[src/rtl/vga_timing_ctrl_pkg.sv]
// Shared types and default 640x480@60 timing for the VGA raster generator.
package vga_timing_pkg;

    typedef enum logic [1:0] {
        ST_ACTIVE = 2'd0,
        ST_FP     = 2'd1,
        ST_SYNC   = 2'd2,
        ST_BP     = 2'd3
    } axis_state_e;

    localparam int DEF_H_ACTIVE = 640;
    localparam int DEF_H_FP     = 16;
    localparam int DEF_H_SYNC   = 96;
    localparam int DEF_H_BP     = 48;
    localparam int DEF_V_ACTIVE = 480;
    localparam int DEF_V_FP     = 10;
    localparam int DEF_V_SYNC   = 2;
    localparam int DEF_V_BP     = 33;
    localparam int DEF_CNT_W    = 10;

    function automatic int axis_total(int act, int fp, int sync, int bp);
        return act + fp + sync + bp;
    endfunction

    function automatic int h_total(int act, int fp, int sync, int bp);
        return axis_total(act, fp, sync, bp);
    endfunction

    function automatic int v_total(int act, int fp, int sync, int bp);
        return axis_total(act, fp, sync, bp);
    endfunction

endpackage

[src/rtl/vga_timing_ctrl_if.sv]
// Video timing bundle from the raster generator to the pixel datapath.
interface vga_timing_ctrl_if #(
    parameter int CNT_W = 10
);
    logic             hsync;
    logic             vsync;
    logic             video_on;
    logic [CNT_W-1:0] x;
    logic [CNT_W-1:0] y;
    logic             line_start;
    logic             frame_start;

    modport master (
        output hsync, vsync, video_on, x, y, line_start, frame_start
    );

    modport slave (
        input hsync, vsync, video_on, x, y, line_start, frame_start
    );
endinterface

[src/rtl/vga_timing_ctrl_axis_fsm.sv]
// One raster axis: wrapping counter plus its ACTIVE/FP/SYNC/BP region FSM.
module vga_axis_fsm
    import vga_timing_pkg::*;
#(
    parameter int ACTIVE = DEF_H_ACTIVE,
    parameter int FP     = DEF_H_FP,
    parameter int SYNC   = DEF_H_SYNC,
    parameter int BP     = DEF_H_BP,
    parameter int CNT_W  = DEF_CNT_W
) (
    input  logic             clk,
    input  logic             rst,
    input  logic             i_advance,
    output logic [CNT_W-1:0] o_cnt,
    output axis_state_e      o_state,
    output logic             o_wrap
);
    localparam int TOTAL = axis_total(ACTIVE, FP, SYNC, BP);
    localparam logic [CNT_W-1:0] C_FP   = CNT_W'(ACTIVE);
    localparam logic [CNT_W-1:0] C_SYNC = CNT_W'(ACTIVE + FP);
    localparam logic [CNT_W-1:0] C_BP   = CNT_W'(ACTIVE + FP + SYNC);
    localparam logic [CNT_W-1:0] C_LAST = CNT_W'(TOTAL - 1);

    if (ACTIVE < 1 || FP < 1 || SYNC < 1 || BP < 1 ||
        TOTAL > (1 << CNT_W)) begin : g_bad_params
        $error("vga_axis_fsm: illegal timing parameters");
    end

    logic [CNT_W-1:0] r_cnt;
    logic [CNT_W-1:0] w_cnt_nxt;
    axis_state_e      r_state;
    axis_state_e      w_state_nxt;
    logic             w_last;

    assign w_last = (r_cnt == C_LAST);

    // State moves on the same edge the counter enters a new region.
    always_comb begin
        w_cnt_nxt   = r_cnt;
        w_state_nxt = r_state;
        if (i_advance) begin
            w_cnt_nxt = w_last ? '0 : r_cnt + 1'b1;
            unique case (r_state)
                ST_ACTIVE: if (w_cnt_nxt == C_FP)   w_state_nxt = ST_FP;
                ST_FP:     if (w_cnt_nxt == C_SYNC) w_state_nxt = ST_SYNC;
                ST_SYNC:   if (w_cnt_nxt == C_BP)   w_state_nxt = ST_BP;
                ST_BP:     if (w_last)              w_state_nxt = ST_ACTIVE;
                default:                            w_state_nxt = ST_ACTIVE;
            endcase
        end
    end

    always_ff @(posedge clk) begin
        if (rst) begin
            r_cnt   <= '0;
            r_state <= ST_ACTIVE;
        end else begin
            r_cnt   <= w_cnt_nxt;
            r_state <= w_state_nxt;
        end
    end

    assign o_cnt   = r_cnt;
    assign o_state = r_state;
    assign o_wrap  = i_advance && w_last;

endmodule

[src/rtl/vga_timing_ctrl.sv]
// VGA raster timing master: h/v axis FSMs (stage 1) feeding registered outputs (stage 2).
// Optional pixel clock-enable input when VGA_TIMING_CTRL_PIX_CE_EN is defined.
module vga_timing_ctrl
    import vga_timing_pkg::*;
#(
    parameter int H_ACTIVE = DEF_H_ACTIVE,
    parameter int H_FP     = DEF_H_FP,
    parameter int H_SYNC   = DEF_H_SYNC,
    parameter int H_BP     = DEF_H_BP,
    parameter int V_ACTIVE = DEF_V_ACTIVE,
    parameter int V_FP     = DEF_V_FP,
    parameter int V_SYNC   = DEF_V_SYNC,
    parameter int V_BP     = DEF_V_BP,
    parameter bit SYNC_POL = 1'b0,
    parameter int CNT_W    = DEF_CNT_W
) (
    input  logic clk,
    input  logic rst,
`ifdef VGA_TIMING_CTRL_PIX_CE_EN
    input  logic pix_ce,
`endif
    vga_timing_ctrl_if.master vid
);
    logic             w_adv;
    logic [CNT_W-1:0] w_h_cnt;
    logic [CNT_W-1:0] w_v_cnt;
    axis_state_e      w_h_state;
    axis_state_e      w_v_state;
    logic             w_h_wrap;
    logic             w_v_wrap;

`ifdef VGA_TIMING_CTRL_PIX_CE_EN
    assign w_adv = pix_ce;
`else
    assign w_adv = 1'b1;
`endif

    vga_axis_fsm #(
        .ACTIVE (H_ACTIVE),
        .FP     (H_FP),
        .SYNC   (H_SYNC),
        .BP     (H_BP),
        .CNT_W  (CNT_W)
    ) u_h_axis (
        .clk       (clk),
        .rst       (rst),
        .i_advance (w_adv),
        .o_cnt     (w_h_cnt),
        .o_state   (w_h_state),
        .o_wrap    (w_h_wrap)
    );

    vga_axis_fsm #(
        .ACTIVE (V_ACTIVE),
        .FP     (V_FP),
        .SYNC   (V_SYNC),
        .BP     (V_BP),
        .CNT_W  (CNT_W)
    ) u_v_axis (
        .clk       (clk),
        .rst       (rst),
        .i_advance (w_h_wrap),
        .o_cnt     (w_v_cnt),
        .o_state   (w_v_state),
        .o_wrap    (w_v_wrap)
    );

    // Origin flags track the counters, so start pulses need no wide compares.
    logic r_h_origin;
    logic r_v_origin;

    always_ff @(posedge clk) begin
        if (rst) begin
            r_h_origin <= 1'b1;
            r_v_origin <= 1'b1;
        end else if (w_adv) begin
            r_h_origin <= w_h_wrap;
            r_v_origin <= w_v_wrap;
        end
    end

    logic             r_hsync;
    logic             r_vsync;
    logic             r_video_on;
    logic [CNT_W-1:0] r_x;
    logic [CNT_W-1:0] r_y;
    logic             r_line_start;
    logic             r_frame_start;

    always_ff @(posedge clk) begin
        if (rst) begin
            r_hsync       <= ~SYNC_POL;
            r_vsync       <= ~SYNC_POL;
            r_video_on    <= 1'b0;
            r_x           <= '0;
            r_y           <= '0;
            r_line_start  <= 1'b0;
            r_frame_start <= 1'b0;
        end else if (w_adv) begin
            r_hsync       <= (w_h_state == ST_SYNC) ? SYNC_POL : ~SYNC_POL;
            r_vsync       <= (w_v_state == ST_SYNC) ? SYNC_POL : ~SYNC_POL;
            r_video_on    <= (w_h_state == ST_ACTIVE) &&
                             (w_v_state == ST_ACTIVE);
            r_x           <= w_h_cnt;
            r_y           <= w_v_cnt;
            r_line_start  <= r_h_origin;
            r_frame_start <= r_h_origin && r_v_origin;
        end
    end

    assign vid.hsync       = r_hsync;
    assign vid.vsync       = r_vsync;
    assign vid.video_on    = r_video_on;
    assign vid.x           = r_x;
    assign vid.y           = r_y;
    assign vid.line_start  = r_line_start;
    assign vid.frame_start = r_frame_start;

endmodule

[src/flat_wrapper.sv]
// flat-port wrapper written by rule: the top's interface ports become plain ports
module vga_timing_ctrl_flat import vga_timing_pkg::*;
#(
    parameter int H_ACTIVE = DEF_H_ACTIVE,
    parameter int H_FP     = DEF_H_FP,
    parameter int H_SYNC   = DEF_H_SYNC,
    parameter int H_BP     = DEF_H_BP,
    parameter int V_ACTIVE = DEF_V_ACTIVE,
    parameter int V_FP     = DEF_V_FP,
    parameter int V_SYNC   = DEF_V_SYNC,
    parameter int V_BP     = DEF_V_BP,
    parameter bit SYNC_POL = 1'b0,
    parameter int CNT_W    = DEF_CNT_W
)
  (clk, rst, vid_hsync, vid_vsync, vid_video_on, vid_x, vid_y, vid_line_start, vid_frame_start);
  vga_timing_ctrl_if #(.CNT_W(CNT_W)) vid_i ();
  input  logic clk;
  input  logic rst;
  output wire logic [$bits(vid_i.hsync)-1:0] vid_hsync;
  output wire logic [$bits(vid_i.vsync)-1:0] vid_vsync;
  output wire logic [$bits(vid_i.video_on)-1:0] vid_video_on;
  output wire logic [$bits(vid_i.x)-1:0] vid_x;
  output wire logic [$bits(vid_i.y)-1:0] vid_y;
  output wire logic [$bits(vid_i.line_start)-1:0] vid_line_start;
  output wire logic [$bits(vid_i.frame_start)-1:0] vid_frame_start;
  assign vid_hsync = vid_i.hsync;
  assign vid_vsync = vid_i.vsync;
  assign vid_video_on = vid_i.video_on;
  assign vid_x = vid_i.x;
  assign vid_y = vid_i.y;
  assign vid_line_start = vid_i.line_start;
  assign vid_frame_start = vid_i.frame_start;
  vga_timing_ctrl #(.H_ACTIVE(H_ACTIVE), .H_FP(H_FP), .H_SYNC(H_SYNC), .H_BP(H_BP), .V_ACTIVE(V_ACTIVE), .V_FP(V_FP), .V_SYNC(V_SYNC), .V_BP(V_BP), .SYNC_POL(SYNC_POL), .CNT_W(CNT_W)) u_core (.clk(clk), .rst(rst), .vid(vid_i));
endmodule
[config.mk]
export PLATFORM = sky130hd
export DESIGN_NAME = vga_timing_ctrl_flat
export DESIGN_NICKNAME = d
export VERILOG_FILES = /design/src/rtl/vga_timing_ctrl_pkg.sv /design/src/rtl/vga_timing_ctrl_if.sv /design/src/rtl/vga_timing_ctrl_axis_fsm.sv /design/src/rtl/vga_timing_ctrl.sv /design/src/flat_wrapper.sv
export SDC_FILE = /design/constraint.sdc
export NUM_CORES = 1
export LEC_CHECK = 0
export CAP_MARGIN = 15
export CORE_MARGIN = 3
export CORE_UTILIZATION = 50
export DETAILED_ROUTE_END_ITERATION = 16
export MAX_ROUTING_LAYER = met4
export PLACE_DENSITY = 0.75
export SLEW_MARGIN = 10
export SYNTH_ARGS = -nofsm -noshare
export SYNTH_HDL_FRONTEND = slang
export SYNTH_SLANG_ARGS = --single-unit
[constraint.sdc]
create_clock -name clk -period 2.36 [get_ports clk]
set_clock_uncertainty 0.15 [all_clocks]
set_input_delay 0.354 -clock clk [delete_from_list [all_inputs] [get_ports clk]]
set_output_delay 0.354 -clock clk [all_outputs]
set_load 0.05 [all_outputs]
Fig. 1: wires at chosen ports, followed through buffers
The bar under the picture is 20 µm long.
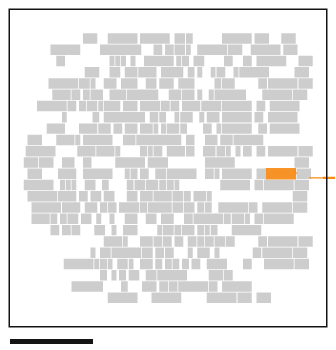
legend:
  vid_line_start:
    color: orange
    bits: 1
    direction: output
    end_cells: 1
    buffers: 1
    wire: 4.80 µm

Fig. 2: routing congestion
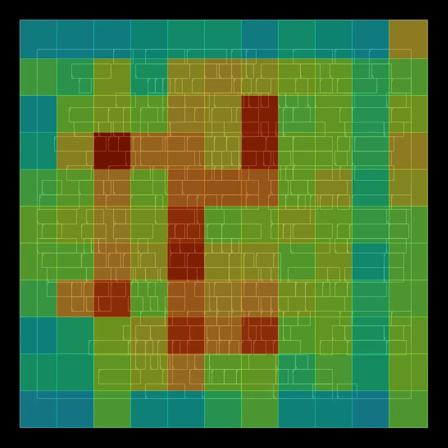
met1 Track Usage GR: 24.3%
routed length per instance: 13.6 µm
Global Route Usage Sum: 17.9%
GRT met3 Usage: 3.31%

==> flow_summary.ini <==
; flow metrics
[synthesis]
ys_ff = 51
synthCells = 270
floorplan.nets = 285
ys.flop_type = dfxtp_1
edf_count = 0
ys_top_cells_by_count = 51 x dfxtp_1, 30 x nor2_1, 24 x nor2b_1
synth-warning-count = 0
ys_types = 58

[place]
portBuffers = 26
post-place-ws_ps = 65.9

[finish]
layout_top_cells = 49 x dfxtp_1, 29 x nor2_1, 26 x clkdlybuf4s50_1, 24 x nor2b_1, 13 x nand3_1
seq_share_pct = 34.3
nets = 314
fin_util_pct = 65.3
nFlopsAndLatches = 51
combGateArea_um2 = 1380
clkbuf_count = 5
comb_share_pct = 46.3
n_all_inverters = 9
final_cell_area_um2 = 2980
synthToLayoutAreaGrowth_pct = 21.0

[sta]
drv_slew = 0
worst_hold_slack_ps = 281
tightest_slew_ps = 502

[routing]
drt_first_iter_violations = 146
totalWireLength_mm = 4.95
ant_nets = 0

[setup_path]
path_delay_family = AND-OR/OR-AND gates

[clock_tree]
clock_sinks = 51
clk_pin_slew_ps = 90
cts_inserted_buffers = 5

[floorplan]
tap_cells = 65
die_w_um = 76.2
rows = 24

[global_routing]
grt_max_degree = 48
antenna_found_initial = 0

[power_and_ir_drop]
p_seq_uw = 895
power_switching_uw = 437

[outcome]
outcome = completed

[worst_hold_path]
hold_start = u_core.r_v_origin
Fig. 3: signal wires by layer
The bar under the picture is 20 µm long.
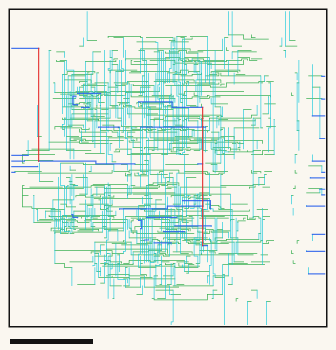
legend:
  metal 2:
    color: cyan
    wire_length: 2240 µm
  metal 1:
    color: green
    wire_length: 2460 µm
  metal 3:
    color: blue
    wire_length: 186 µm
  metal 4:
    color: red
    wire_length: 60.5 µm

Fig. 4: a small window of the routed layout
The bar under the picture is 5 µm long. Window x 28 to 48, y 43 to 63 µm. Cells in gray, sequential cells in the stronger gray; small squares are vias.
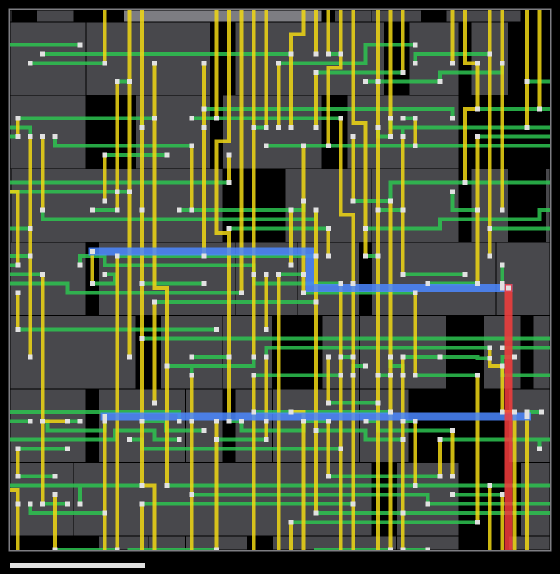
legend:
  metal 2:
    color: yellow
  metal 3:
    color: blue
  metal 1:
    color: green
  metal 4:
    color: red
most frequent: nor2_1 (4), xnor2_1 (4)
sequential cells in the window: 0
cells with their middle in the window: 33

-- kinds of logic (layout without fill, tap and decap cells) --
family	after synthesis	count (layout)	synth area share [%]
AND-OR/OR-AND	49	49	15.8
XOR/XNOR	15	15	5.33
adder cells (fa/ha/maj)	13	13	6.60
buffers and inverters	24	53	3.96
flip-flops	51	51	41.4
multiplexers	1	1	0.406
AND/OR/NAND/NOR	117	117	26.5
-- sequential cells by signal (all words and copies together) (netlist names) --
signal and cells:
u_core.u_v_axis.o_cnt 10, u_core.vid.vsync 1, u_core.u_h_axis.o_cnt 10, u_core.vid.hsync 1, u_core.r_h_origin 1, u_core.vid.frame_start 1, u_core.u_v_axis.o_state 2, u_core.vid.video_on 1
u_core.u_h_axis.o_state 2, u_core.r_v_origin 1, u_core.vid.x 10, u_core.vid.line_start 1, u_core.vid.y 10
